[src/rtl/load_store_unit.sv]
// Load/store unit between the execute stage and a word-wide data memory; sub-word stores are read-modify-write.
// Optional MISALIGN_TRAP_EN: misaligned requests are answered with resp_err instead of being aligned down.
module load_store_unit #(
    parameter int MEM_SIZE = 4096
) (
    input  logic        clk,
    input  logic        reset,
    input  logic        req_valid,
    output logic        req_ready,
    input  logic        req_we,
    input  logic [1:0]  req_size,
    input  logic        req_signed,
    input  logic [31:0] req_addr,
    input  logic [31:0] req_wdata,
    output logic        resp_valid,
    output logic [31:0] resp_rdata,
    output logic        resp_err,
    output logic        mem_write_en,
    output logic [31:0] mem_write_addr,
    output logic [31:0] mem_write_data,
    output logic [31:0] mem_read_addr,
    input  logic [31:0] mem_read_data
);

    typedef enum logic [2:0] {
        S_IDLE  = 3'd0,
        S_READ  = 3'd1,
        S_WAIT  = 3'd2,
        S_WRITE = 3'd3,
        S_ERR   = 3'd4
    } state_t;

    localparam logic [31:0] ADDR_MASK = 32'(MEM_SIZE - 1);

    state_t      state_q, state_d;
    logic        we_q, we_d;
    logic [1:0]  size_q, size_d;
    logic        signed_q, signed_d;
    logic [31:0] addr_q, addr_d;
    logic [31:0] wdata_q, wdata_d;
    logic        resp_valid_q, resp_valid_d;
    logic [31:0] resp_rdata_q, resp_rdata_d;
    logic        resp_err_q, resp_err_d;
    logic        mem_write_en_q, mem_write_en_d;
    logic [31:0] mem_write_data_q, mem_write_data_d;
    logic [31:0] waddr_s;
    logic        trap_s;

    // Select the addressed lane (little-endian) and extend it to 32 bits.
    function automatic logic [31:0] extract_load(input logic [31:0] word, input logic [1:0] size,
                                                 input logic sgn, input logic [1:0] lane);
        logic [7:0]  byte_v;
        logic [15:0] half_v;
        logic [31:0] result;
        byte_v = 8'(word >> {lane, 3'b000});
        half_v = 16'(word >> {lane[1], 4'b0000});
        case (size)
            2'b00:   result = sgn ? {{24{byte_v[7]}}, byte_v} : {24'h00_0000, byte_v};
            2'b01:   result = sgn ? {{16{half_v[15]}}, half_v} : {16'h0000, half_v};
            default: result = word;
        endcase
        return result;
    endfunction

    // Replace only the addressed lane of the read word with the low store bits.
    function automatic logic [31:0] merge_store(input logic [31:0] word, input logic [1:0] size,
                                                input logic [1:0] lane, input logic [31:0] wdata);
        logic [31:0] mask;
        logic [31:0] data;
        case (size)
            2'b00: begin
                mask = 32'h0000_00FF << {lane, 3'b000};
                data = {24'h00_0000, wdata[7:0]} << {lane, 3'b000};
            end
            2'b01: begin
                mask = 32'h0000_FFFF << {lane[1], 4'b0000};
                data = {16'h0000, wdata[15:0]} << {lane[1], 4'b0000};
            end
            default: begin
                mask = 32'hFFFF_FFFF;
                data = wdata;
            end
        endcase
        return (word & ~mask) | (data & mask);
    endfunction

`ifdef MISALIGN_TRAP_EN
    function automatic logic is_misaligned(input logic [1:0] size, input logic [1:0] lane);
        logic mis;
        case (size)
            2'b00:   mis = 1'b0;
            2'b01:   mis = lane[0];
            default: mis = (lane != 2'b00);
        endcase
        return mis;
    endfunction

    assign trap_s = is_misaligned(req_size, req_addr[1:0]);
`else
    assign trap_s = 1'b0;
`endif

    assign waddr_s        = addr_q & ADDR_MASK & 32'hFFFF_FFFC;
    assign mem_read_addr  = waddr_s;
    assign mem_write_addr = waddr_s;
    assign req_ready      = (state_q == S_IDLE);
    assign resp_valid     = resp_valid_q;
    assign resp_rdata     = resp_rdata_q;
    assign resp_err       = resp_err_q;
    assign mem_write_en   = mem_write_en_q;
    assign mem_write_data = mem_write_data_q;

    // Next-state and registered-output computation for the access sequencer.
    always_comb begin
        state_d          = state_q;
        we_d             = we_q;
        size_d           = size_q;
        signed_d         = signed_q;
        addr_d           = addr_q;
        wdata_d          = wdata_q;
        resp_valid_d     = 1'b0;
        resp_rdata_d     = resp_rdata_q;
        resp_err_d       = 1'b0;
        mem_write_en_d   = 1'b0;
        mem_write_data_d = mem_write_data_q;
        case (state_q)
            S_IDLE: begin
                if (req_valid) begin
                    we_d     = req_we;
                    size_d   = req_size;
                    signed_d = req_signed;
                    addr_d   = req_addr;
                    wdata_d  = req_wdata;
                    if (trap_s) begin
                        state_d = S_ERR;
                    end else if (req_we && req_size[1]) begin
                        // Full-word store needs no read; write strobe rises with WRITE.
                        state_d          = S_WRITE;
                        mem_write_en_d   = 1'b1;
                        mem_write_data_d = req_wdata;
                    end else begin
                        state_d = S_READ;
                    end
                end else begin
                    state_d = S_IDLE;
                end
            end
            S_READ: begin
                state_d = S_WAIT;
            end
            S_WAIT: begin
                if (we_q) begin
                    state_d          = S_WRITE;
                    mem_write_en_d   = 1'b1;
                    mem_write_data_d = merge_store(mem_read_data, size_q, addr_q[1:0], wdata_q);
                end else begin
                    state_d      = S_IDLE;
                    resp_valid_d = 1'b1;
                    resp_rdata_d = extract_load(mem_read_data, size_q, signed_q, addr_q[1:0]);
                end
            end
            S_WRITE: begin
                state_d      = S_IDLE;
                resp_valid_d = 1'b1;
                resp_rdata_d = 32'h0000_0000;
            end
            S_ERR: begin
                state_d      = S_IDLE;
                resp_valid_d = 1'b1;
                resp_err_d   = 1'b1;
                resp_rdata_d = 32'h0000_0000;
            end
            default: begin
                state_d = S_IDLE;
            end
        endcase
    end

    // State and output registers with synchronous reset.
    always_ff @(posedge clk) begin
        if (reset) begin
            state_q          <= S_IDLE;
            we_q             <= 1'b0;
            size_q           <= 2'b00;
            signed_q         <= 1'b0;
            addr_q           <= 32'h0000_0000;
            wdata_q          <= 32'h0000_0000;
            resp_valid_q     <= 1'b0;
            resp_rdata_q     <= 32'h0000_0000;
            resp_err_q       <= 1'b0;
            mem_write_en_q   <= 1'b0;
            mem_write_data_q <= 32'h0000_0000;
        end else begin
            state_q          <= state_d;
            we_q             <= we_d;
            size_q           <= size_d;
            signed_q         <= signed_d;
            addr_q           <= addr_d;
            wdata_q          <= wdata_d;
            resp_valid_q     <= resp_valid_d;
            resp_rdata_q     <= resp_rdata_d;
            resp_err_q       <= resp_err_d;
            mem_write_en_q   <= mem_write_en_d;
            mem_write_data_q <= mem_write_data_d;
        end
    end

endmodule

[config.mk]
export PLATFORM = sky130hd
export DESIGN_NAME = load_store_unit
export DESIGN_NICKNAME = d
export VERILOG_FILES = /design/src/rtl/load_store_unit.sv
export SDC_FILE = /design/constraint.sdc
export NUM_CORES = 1
export LEC_CHECK = 0
export CORE_MARGIN = 1.5
export CORE_UTILIZATION = 46
export CTS_BUF_LIST = sky130_fd_sc_hd__clkbuf_8
export DETAILED_ROUTE_END_ITERATION = 7
export GPL_ROUTABILITY_DRIVEN = 0
export PLACE_DENSITY = 0.84
export SLEW_MARGIN = 20
export SYNTH_ARGS = -nofsm -noshare
export SYNTH_HDL_FRONTEND = slang
export SYNTH_SLANG_ARGS = --single-unit
[constraint.sdc]
create_clock -name clk -period 2.4 [get_ports clk]
set_input_delay 0.36 -clock clk [delete_from_list [all_inputs] [get_ports clk]]
set_output_delay 0.36 -clock clk [all_outputs]
set_load 0.02 [all_outputs]
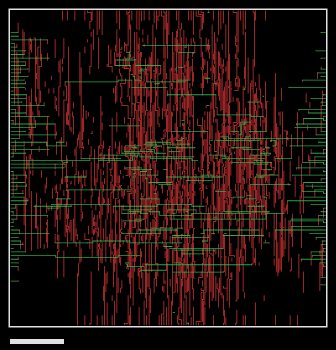
Fig. 1. Metal layers overlaid.
The bar under the picture is 20 um long. Two of the layers only.
| layer | colour | wire length |
|---|---|---|
| metal 2 | red | 8440 um |
| metal 3 | green | 1970 um |
Overall Global Routing Usage: 26.80%
routed wire length: 18.86 mm
routed via count: 5975
WL/cell: 18.22 um

==> out/metrics.yaml <==
worst_setup_path:
  slowest_stage: "nor2b_2"
clocking:
  clock_latency_ns: 0.46
  cts.path.max_buffers: 2
  hold_buffers: 0
floorplanning:
  chipArea_um2: 13810
detailed_routing:
  dr.pass1.iters: 6
  drc: 0
power_and_ir_drop:
  power_leader: "registers"
  finalPower_mw: 5.118
grt:
  gr-max-usage-layer: "met2"
  met3_usage_pct: 7.800
synth:
  yosys.area_share.simple_pct: 18.78
  yosys_most_used_dff: "dfxtp_1"
  syn_avg_cell_area_um2: 8.393
  yosys_warnings: 0
timing:
  finalClockPeriodUsage_pct: 85.15
  slew_headroom_pct: 54.78
  worst_hold_slack_ns: 0.4404
  clock_skew_ns: 0.01129
  period_needed_ns: 2.044
  maxSlewViolCount: 0
layout:
  seq_area_share_pct: 28.95
  lay_top_count: "clkdlybuf4s50_1"
  top_area_cell_class: "combinational gates"
placement:
  dp_cells: 1003
  placed_cell_area_um2: 7586
run_status:
  outcome: "completed"
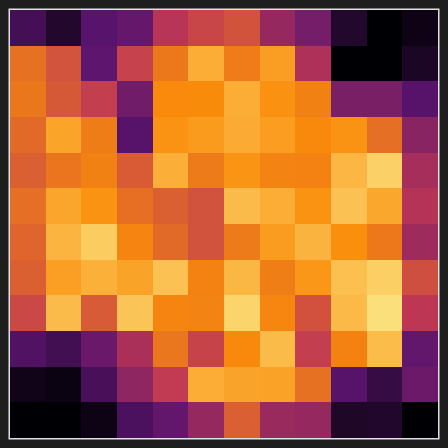
Fig. 2. Cell area per tile.
The die is cut into 12 by 12 equal tiles; black is low, pale yellow is high, 0 to 100% covered.
mean over tiles: 56%
tiles over 75% full: 31%
nearly empty tiles: 4.2%
fullest tile: 93%
fp util: 47.43%
Core Area: 12720 um^2
Post-Route Utilization: 63.04%

